## src/rtl/serial_adder_pkg.sv

```systemverilog
// Shared definitions for the bit-serial adder: default operand width and FSM encodings.
package serial_adder_pkg;

    localparam int DEFAULT_DATA_WIDTH = 32;

    typedef enum logic [1:0] {
        SADD_IDLE = 2'b00,
        SADD_RUN  = 2'b01,
        SADD_FIN  = 2'b10
    } sadd_state_e;

endpackage : serial_adder_pkg

```

## src/rtl/serial_adder_if.sv

```systemverilog
// Start/done operand and result bundle for serial_adder.
// SERIAL_ADDER_SUB_EN adds the sub request line.
interface serial_adder_if #(
    parameter int DATA_WIDTH = serial_adder_pkg::DEFAULT_DATA_WIDTH
);

    logic                  start;
    logic [DATA_WIDTH-1:0] a;
    logic [DATA_WIDTH-1:0] b;
    logic                  ci;
`ifdef SERIAL_ADDER_SUB_EN
    logic                  sub;
`endif
    logic [DATA_WIDTH-1:0] y;
    logic                  co;
    logic                  busy;
    logic                  done;

    modport master (
`ifdef SERIAL_ADDER_SUB_EN
        output sub,
`endif
        output start, a, b, ci,
        input  y, co, busy, done
    );

    modport slave (
`ifdef SERIAL_ADDER_SUB_EN
        input  sub,
`endif
        input  start, a, b, ci,
        output y, co, busy, done
    );

endinterface : serial_adder_if

```

## src/rtl/serial_adder_full_adder.sv

```systemverilog
// Full adder built from two half-adder cells and an OR of their carries.
module serial_adder_full_adder (
    output logic s,
    output logic co,
    input  logic a,
    input  logic b,
    input  logic ci
);

    logic s1;
    logic c1;
    logic c2;

    serial_adder_half_adder u_ha0 (
        .s (s1),
        .c (c1),
        .a (a),
        .b (b)
    );

    serial_adder_half_adder u_ha1 (
        .s (s),
        .c (c2),
        .a (s1),
        .b (ci)
    );

    assign co = c1 | c2;

endmodule : serial_adder_full_adder

```

## src/rtl/serial_adder_half_adder.sv

```systemverilog
// Half-adder cell: sum and carry of two bits.
module serial_adder_half_adder (
    output logic s,
    output logic c,
    input  logic a,
    input  logic b
);

    assign s = a ^ b;
    assign c = a & b;

endmodule : serial_adder_half_adder

```

## src/rtl/serial_adder.sv

```systemverilog
// Bit-serial adder: one result bit per clock through a single full adder, start/done handshake.
// Optional SERIAL_ADDER_SUB_EN turns the captured sub request into A - B.
module serial_adder
    import serial_adder_pkg::*;
#(
    parameter int DATA_WIDTH = DEFAULT_DATA_WIDTH
) (
    input  logic            clk,
    input  logic            rst,
    serial_adder_if.slave   bus
);

    localparam int                CNT_W    = (DATA_WIDTH > 1) ? $clog2(DATA_WIDTH) : 1;
    localparam logic [CNT_W-1:0]  LAST_BIT = CNT_W'(DATA_WIDTH - 1);

    sadd_state_e           state;
    sadd_state_e           state_next;
    logic                  accept;
    logic                  last;

    logic [DATA_WIDTH-1:0] a_sr;
    logic [DATA_WIDTH-1:0] b_sr;
    logic [DATA_WIDTH-1:0] y_q;
    logic                  carry_q;
    logic                  co_q;
    logic [CNT_W-1:0]      cnt;

    logic [DATA_WIDTH-1:0] b_load;
    logic                  carry_load;
    logic                  fa_s;
    logic                  fa_co;

    // Subtraction is A + ~B + 1, so only the B load value and the initial carry differ.
`ifdef SERIAL_ADDER_SUB_EN
    assign b_load     = bus.sub ? ~bus.b : bus.b;
    assign carry_load = bus.sub ? 1'b1   : bus.ci;
`else
    assign b_load     = bus.b;
    assign carry_load = bus.ci;
`endif

    serial_adder_full_adder u_fa (
        .s  (fa_s),
        .co (fa_co),
        .a  (a_sr[0]),
        .b  (b_sr[0]),
        .ci (carry_q)
    );

    assign last = (cnt == LAST_BIT);

    // NOTE: state registers use non-blocking assignments so every flop samples pre-edge values.
    always_ff @(posedge clk) begin
        if (rst) begin
            state <= SADD_IDLE;
        end else begin
            state <= state_next;
        end
    end

    // NOTE: every output of this block gets a default first so no path leaves it unassigned (no latch).
    always_comb begin
        state_next = state;
        accept     = 1'b0;
        unique case (state)
            SADD_IDLE: begin
                if (bus.start) begin
                    accept     = 1'b1;
                    state_next = SADD_RUN;
                end
            end
            SADD_RUN: begin
                if (last) begin
                    state_next = SADD_FIN;
                end
            end
            SADD_FIN: begin
                accept     = bus.start;
                state_next = bus.start ? SADD_RUN : SADD_IDLE;
            end
            default: begin
                state_next = SADD_IDLE;
            end
        endcase
    end

    // NOTE: these are plain registers, not a RAM array, so they take the synchronous reset like any flop.
    always_ff @(posedge clk) begin
        if (rst) begin
            a_sr    <= '0;
            b_sr    <= '0;
            y_q     <= '0;
            carry_q <= 1'b0;
            co_q    <= 1'b0;
            cnt     <= '0;
        end else if (accept) begin
            a_sr    <= bus.a;
            b_sr    <= b_load;
            carry_q <= carry_load;
            y_q     <= '0;
            cnt     <= '0;
        end else if (state == SADD_RUN) begin
            // LSB-first: each sum bit enters at the MSB, so after DATA_WIDTH shifts it sits in place.
            a_sr    <= a_sr >> 1;
            b_sr    <= b_sr >> 1;
            y_q     <= {fa_s, y_q[DATA_WIDTH-1:1]};
            carry_q <= fa_co;
            cnt     <= cnt + 1'b1;
            if (last) begin
                co_q <= fa_co;
            end
        end
    end

    // Status flags decode the state register directly, so no input reaches an output combinationally.
    assign bus.y    = y_q;
    assign bus.co   = co_q;
    assign bus.busy = (state == SADD_RUN);
    assign bus.done = (state == SADD_FIN);

endmodule : serial_adder

```

## src/flat_wrapper.sv

```systemverilog
// flat-port wrapper written by rule: the top's interface ports become plain ports
module serial_adder_flat import serial_adder_pkg::*;
#(
    parameter int DATA_WIDTH = DEFAULT_DATA_WIDTH
)
  (clk, rst, bus_start, bus_a, bus_b, bus_ci, bus_y, bus_co, bus_busy, bus_done);
  serial_adder_if #(.DATA_WIDTH(DATA_WIDTH)) bus_i ();
  input  logic clk;
  input  logic rst;
  input wire logic [$bits(bus_i.start)-1:0] bus_start;
  input wire logic [$bits(bus_i.a)-1:0] bus_a;
  input wire logic [$bits(bus_i.b)-1:0] bus_b;
  input wire logic [$bits(bus_i.ci)-1:0] bus_ci;
  output wire logic [$bits(bus_i.y)-1:0] bus_y;
  output wire logic [$bits(bus_i.co)-1:0] bus_co;
  output wire logic [$bits(bus_i.busy)-1:0] bus_busy;
  output wire logic [$bits(bus_i.done)-1:0] bus_done;
  assign bus_i.start = bus_start;
  assign bus_i.a = bus_a;
  assign bus_i.b = bus_b;
  assign bus_i.ci = bus_ci;
  assign bus_y = bus_i.y;
  assign bus_co = bus_i.co;
  assign bus_busy = bus_i.busy;
  assign bus_done = bus_i.done;
  serial_adder #(.DATA_WIDTH(DATA_WIDTH)) u_core (.clk(clk), .rst(rst), .bus(bus_i));
endmodule
```

## config.mk

```make
export PLATFORM = sky130hd
export DESIGN_NAME = serial_adder_flat
export DESIGN_NICKNAME = d
export VERILOG_FILES = /design/src/rtl/serial_adder_pkg.sv /design/src/rtl/serial_adder_if.sv /design/src/rtl/serial_adder_full_adder.sv /design/src/rtl/serial_adder_half_adder.sv /design/src/rtl/serial_adder.sv /design/src/flat_wrapper.sv
export SDC_FILE = /design/constraint.sdc
export NUM_CORES = 1
export LEC_CHECK = 0
export CORE_MARGIN = 4
export CORE_UTILIZATION = 49
export CTS_CLUSTER_DIAMETER = 60
export DETAILED_ROUTE_END_ITERATION = 10
export PLACE_DENSITY = 0.9
export SYNTH_ARGS = -nofsm -noshare
export SYNTH_HDL_FRONTEND = slang
export SYNTH_SLANG_ARGS = --single-unit
```

## constraint.sdc

```tcl
create_clock -name clk -period 2 [get_ports clk]
set_clock_uncertainty 0.2 [all_clocks]
set_input_delay 0.2 -clock clk [delete_from_list [all_inputs] [get_ports clk]]
set_output_delay 0.2 -clock clk [all_outputs]
set_load 0.1 [all_outputs]
```

run_1/flops_by_reg.png
Other sequential cells in the stronger grey, the rest of the logic in the fainter grey.
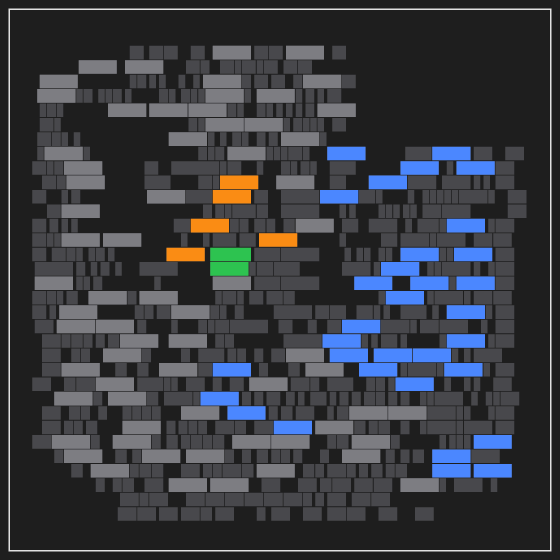
[orange] u_core.cnt | flops: 5 | where: centre
[green] u_core.state | flops: 2
[blue] u_core.a_sr | flops: 32
not coloured: 66

run_1/logic_types.png
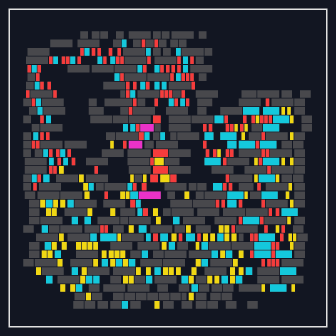
[red] NAND gates | cells: 133 | most used: nand2_1
[cyan] inverting AOI/OAI gates | cells: 103 | most used: a21oi_1 | where: widely spread
[magenta] adder and majority cells | cells: 3 | most used: ha_1
[yellow] NOR gates | cells: 101 | most used: nor3_1

==> metrics.csv, run 1 <==
stage,metric,value,unit
status,outcome,finished clean,
grt,use_met1,23.9,%
power_and_ir_drop,leakagePower,1.95,nW
clock_tree,cts_tree,built,
timing,setup_viol,0,
grt,gr-total-overflow,0,
synth,ys_ff,105,
power_and_ir_drop,p_int,3.03,mW
layout,drive_gt1_share,15.6,%
route,ant_nets,0,
synth,fa_ha_area_share,1.04,%
layout,final_common_cell,nand2_1,
critical_path,r2r_start,u_core.state[1],
floorplanning,chipArea,10400,um^2
place,gp_congestion,0.826,
grt,grt_pass1_wl,16.6,mm
synth,netlist_area,4320,um^2
grt,globalRouteMet2Util,34.2,%
grt,gr-usage-all-layers,19.8,%
place,hpwl,6.75,mm
floorplanning,rows,33,
place,io_buffers,102,
worst_hold_path,whs_path_depth,3,
route,detailroute.via_count,3838,
route,vias_per_cell,5.57,
run_1/clocks.png
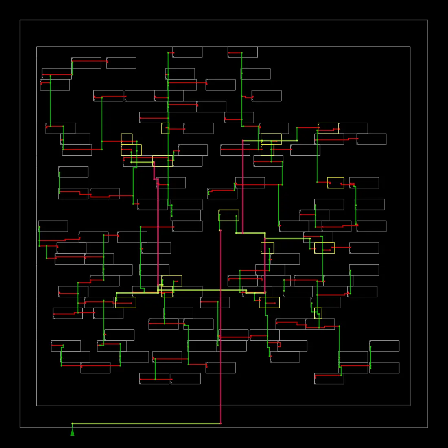
clkbuf count: 9
Latency at later pin: 0.37 ns
Seq Cell Count: 105

[run 1: area by class of cell]
| type | count | area (um^2) |
|---|---|---|
| Fill cell | 694 | 2910 |
| Sequential cell | 105 | 2100 |
| Multi-Input combinational cell | 347 | 1910 |
| Timing Repair Buffer | 115 | 1150 |
| Tap cell | 105 | 131 |
| Clock buffer | 9 | 124 |
| Clock inverter | 7 | 53.8 |
| Inverter | 1 | 6.26 |
[run 1: registers in the layout (all words and copies together), names as in the netlist]
register / count
u_core.b_sr: 32
u_core.cnt: 5
u_core.a_sr: 32
u_core.carry_q: 1
u_core.bus.y: 32
u_core.bus.co: 1
u_core.state: 2
run_1/clk_routes.png
Scale bar: 20 um.
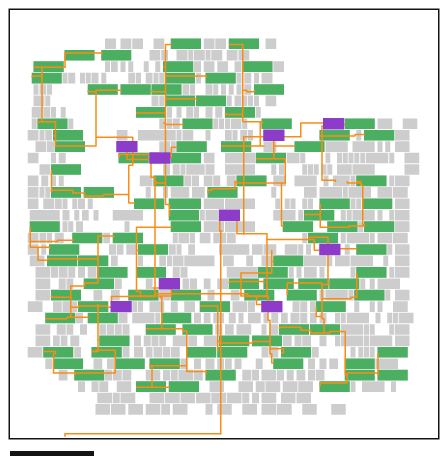

==> inputs of run 2 (changes only) <==
--- a/config.mk
+++ b/config.mk
@@ -5,11 +5,11 @@
 export SDC_FILE = /design/constraint.sdc
 export NUM_CORES = 1
 export LEC_CHECK = 0
-export CORE_MARGIN = 4
 export CORE_UTILIZATION = 49
 export CTS_CLUSTER_DIAMETER = 60
 export DETAILED_ROUTE_END_ITERATION = 10
 export PLACE_DENSITY = 0.9
+export RECOVER_POWER = 50
 export SYNTH_ARGS = -nofsm -noshare
 export SYNTH_HDL_FRONTEND = slang
 export SYNTH_SLANG_ARGS = --single-unit
run_2/clk_routes.png
Scale bar: 20 um.
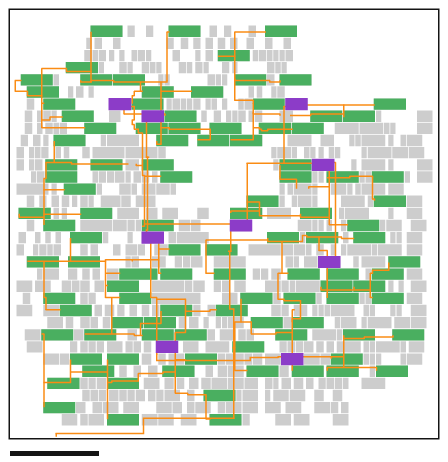
[purple] clock drivers | count: 9
[orange] clock wires | length: 1130 um
[green] flip-flops | count: 105
routed clock nets: 10
flops lie: widely spread

==> metrics.csv, run 2 <==
stage,metric,value,unit,change
layout,n_all_buffers,114,,was 115
layout,fillers,705,,was 694
place,gp_congestion,0.799,,was 0.826
clock_tree,clkLatencyLatePin,0.37,ns,about the same
synth,netlist_area,4320,um^2,unchanged
layout,clk_share,3.74,%,was 3.25%
layout,drive_gt1_share,15.6,%,about the same
route,detailroute.via_count,3797,,was 3838
timing,setup_viol,0,,unchanged
place,dpl_cell_area,5280,um^2,was 5260 um^2
status,outcome,finished clean,,unchanged
power_and_ir_drop,p_int,3.15,mW,was 3.03 mW
layout,comb_cells,347,,unchanged
grt,grt_max_degree,68,,was 65
layout,nNetsFinal,649,,was 650
grt,use_met1,28.3,%,was 23.9%
power_and_ir_drop,leakagePower,1.93,nW,was 1.95 nW
layout,comb_area,1900,um^2,was 1910 um^2
floorplanning,rows,33,,unchanged
layout,buf_share,19.2,%,was 20.9%
layout,seq_area_share,39.1,%,was 38.4%
layout,sh_comb_area,35.4,%,was 34.9%
layout,largest_class,registers,,unchanged
layout,n_clock_buffer,9,,unchanged
layout,regArea,2110,um^2,was 2100 um^2
timing,tns,0,ns,unchanged
synth,ys_ff,105,,unchanged
grt,gr-usage-all-layers,23.4,%,was 19.8%
grt,gr-total-overflow,0,,unchanged
clock_tree,cts_tree,built,,unchanged
layout,final_common_cell,nand2_1,,unchanged
layout,inv_count,1,,unchanged
grt,grt_pass1_wl,16.6,mm,about the same
floorplanning,num_tap_cells,105,,unchanged
place,hpwl,6.57,mm,was 6.75 mm
place,io_buffers,102,,unchanged
run_2/logic_types.png
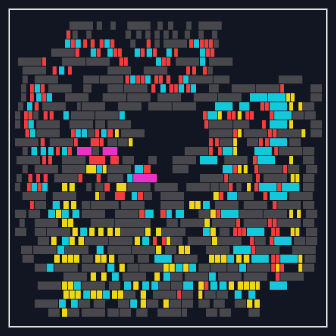
[magenta] adder and majority cells | cells: 3 | most used: ha_1
[cyan] inverting AOI/OAI gates | cells: 103 | most used: a21oi_1 | where: widely spread
[yellow] NOR gates | cells: 101 | most used: nor3_1
[red] NAND gates | cells: 133 | most used: nand2_1

==> run 2: final timing paths <==
| kind | endpoint | slack, ns | depth (start not counted) |
|---|---|---|---|
| min reg2reg | u_core.bus.y[16] | 0.27 | 2 |
| max reg2reg | u_core.a_sr[21] | 0.25 | 5 |
| min | u_core.state[0] | 0.04 | 2 |
| max | bus_busy | 0.12 | 4 |
==> run 2: timing repair <==
action                     in CTS  in global routing
setup endpoints to repair       1                  1
cloned                          0                  0
resized                         1                  1
pin swaps                       0                  0
==> run 2: cells by family after synthesis <==
logic type	Yosys count	share of synthesized area, %
AOI/OAI and AO/OA	104	18.6
xor gates and xnor gates	2	0.406
adders and majority gates	3	1.04
buffers and inverters	49	7.47
DFF	105	48.7
muxes	2	0.464
and+or+nand+nor	236	23.3
run_2/clocks.png
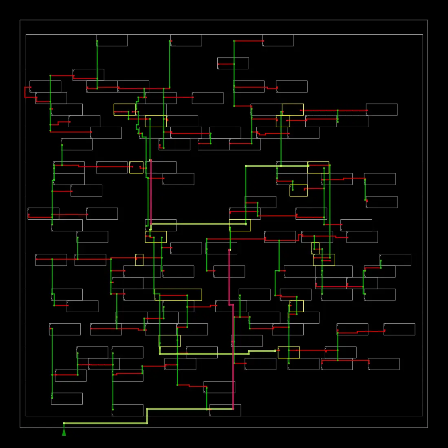

==> inputs of run 3 (changes only) <==
--- a/config.mk
+++ b/config.mk
@@ -10,6 +10,7 @@
 export DETAILED_ROUTE_END_ITERATION = 10
 export PLACE_DENSITY = 0.9
 export RECOVER_POWER = 50
+export REMOVE_ABC_BUFFERS = 1
 export SYNTH_ARGS = -nofsm -noshare
 export SYNTH_HDL_FRONTEND = slang
 export SYNTH_SLANG_ARGS = --single-unit
run_3/clocks.png
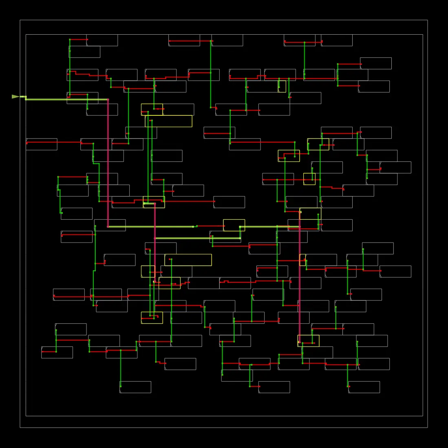
CTS Sinks: 105
clkbuf count: 10
clock network power: 1.38 mW

run_3/placement_by_type.png
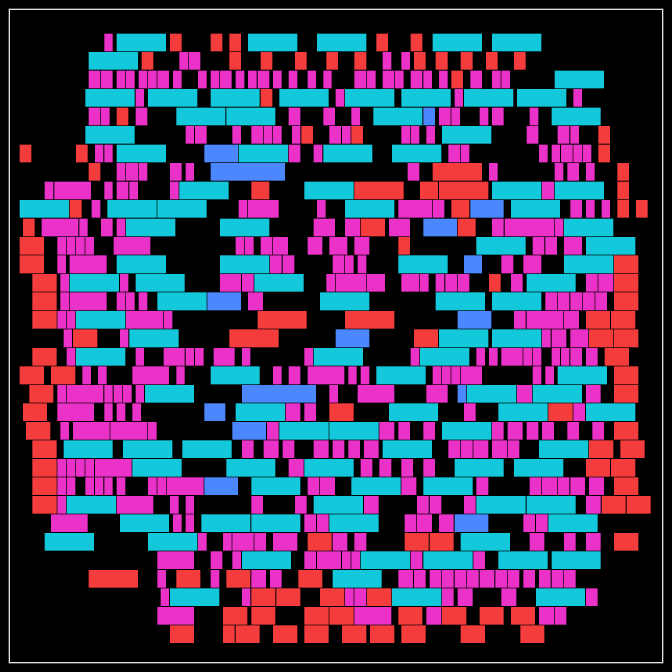
[cyan] flops | cells: 105 | share of their area: 40%
[red] other buffers and delay cells | cells: 112 | share of their area: 19%
[blue] clock drivers and dummy loads | cells: 15 | share of their area: 4.0%
[magenta] combinational and other logic | cells: 348 | share of their area: 36%

==> metrics.csv, run 3 <==
stage,metric,value,unit,change
grt,gr-total-overflow,0,,unchanged
synth,netlist_area,4320,um^2,unchanged
route,detailroute.via_count,3843,,was 3797
layout,final_common_cell,nand2_1,,unchanged
layout,inv_count,1,,unchanged
clock_tree,root_buffer,clkbuf_8,,unchanged
critical_path,endpoint,bus_busy,,unchanged
synth,ys.flop_type,dfxtp_1,,unchanged
layout,fillers,725,,was 705
clock_tree,cts-resized-gates,0,,was 1
clock_tree,clkLatencyLatePin,0.35,ns,was 0.37 ns
grt,gr-usage-all-layers,21.4,%,was 23.4%
layout,nFlopsAndLatches,105,,unchanged
worst_hold_path,whs_path_depth,3,,was 2
grt,globalRouteMet2Util,36.5,%,was 39.2%
critical_path,r2r_setup_slack,0.20,ns,was 0.25 ns
layout,regArea,2100,um^2,was 2110 um^2
critical_path,r2r_start,u_core.state[0],,was u_core.state[1]
critical_path,r2r_cells,4,,was 5
grt,use_met1,26.7,%,was 28.3%
worst_hold_path,holdPathEnd,u_core.cnt[3],,was u_core.state[0]
timing,setup_viol,0,,unchanged
grt,grt_max_degree,75,,was 68
timing,tns,0,ns,unchanged
floorplanning,initial_core_util,51.5,%,unchanged
status,outcome,finished clean,,unchanged
route,ant_nets,0,,unchanged
layout,sh_comb_area,35.5,%,was 35.4%
layout,clk_share,3.90,%,was 3.74%
layout,largest_class,registers,,unchanged
layout,buf_share,18.8,%,was 19.2%
route,vias_per_cell,5.61,,was 5.52
layout,n_all_buffers,112,,was 114
synth,ys_ff,105,,unchanged
layout,comb_area,1900,um^2,about the same
floorplanning,num_tap_cells,105,,unchanged
critical_path,reg2reg_to,u_core.a_sr[31],,was u_core.a_sr[21]
layout,comb_cells,347,,unchanged
place,gp_congestion,0.771,,was 0.799
place,hpwl,6.12,mm,was 6.57 mm
floorplanning,rows,33,,unchanged
run 3: report_power, final:
group	total [mW]	internal, mW	switching (mW)	leakage (nW)
clock	1.38	0.699	0.679	0.102
combinational	0.693	0.322	0.371	0.944
sequential	2.29	2.22	0.0723	0.861
total	4.36	3.24	1.12	1.91
run 3: metrics by stage:
step	power [mW]	utilization, %
global route	4.57	63.9
floorplan	2.72	-
detailed placement	3.05	62.8
finish	4.36	63.9
global placement	3.02	62.8
CTS	4.41	65.3
run 3: logic make-up after synthesis:
family / count (synthesis) / share of synthesized area [%]
compound gates: 104 / 18.6
xor+xnor: 2 / 0.406
fa+ha+maj: 3 / 1.04
buf+inv: 49 / 7.47
flops: 105 / 48.7
mux: 2 / 0.464
simple gates: 236 / 23.3
Power figures rest on the tool's default switching activity, not on a simulated workload.
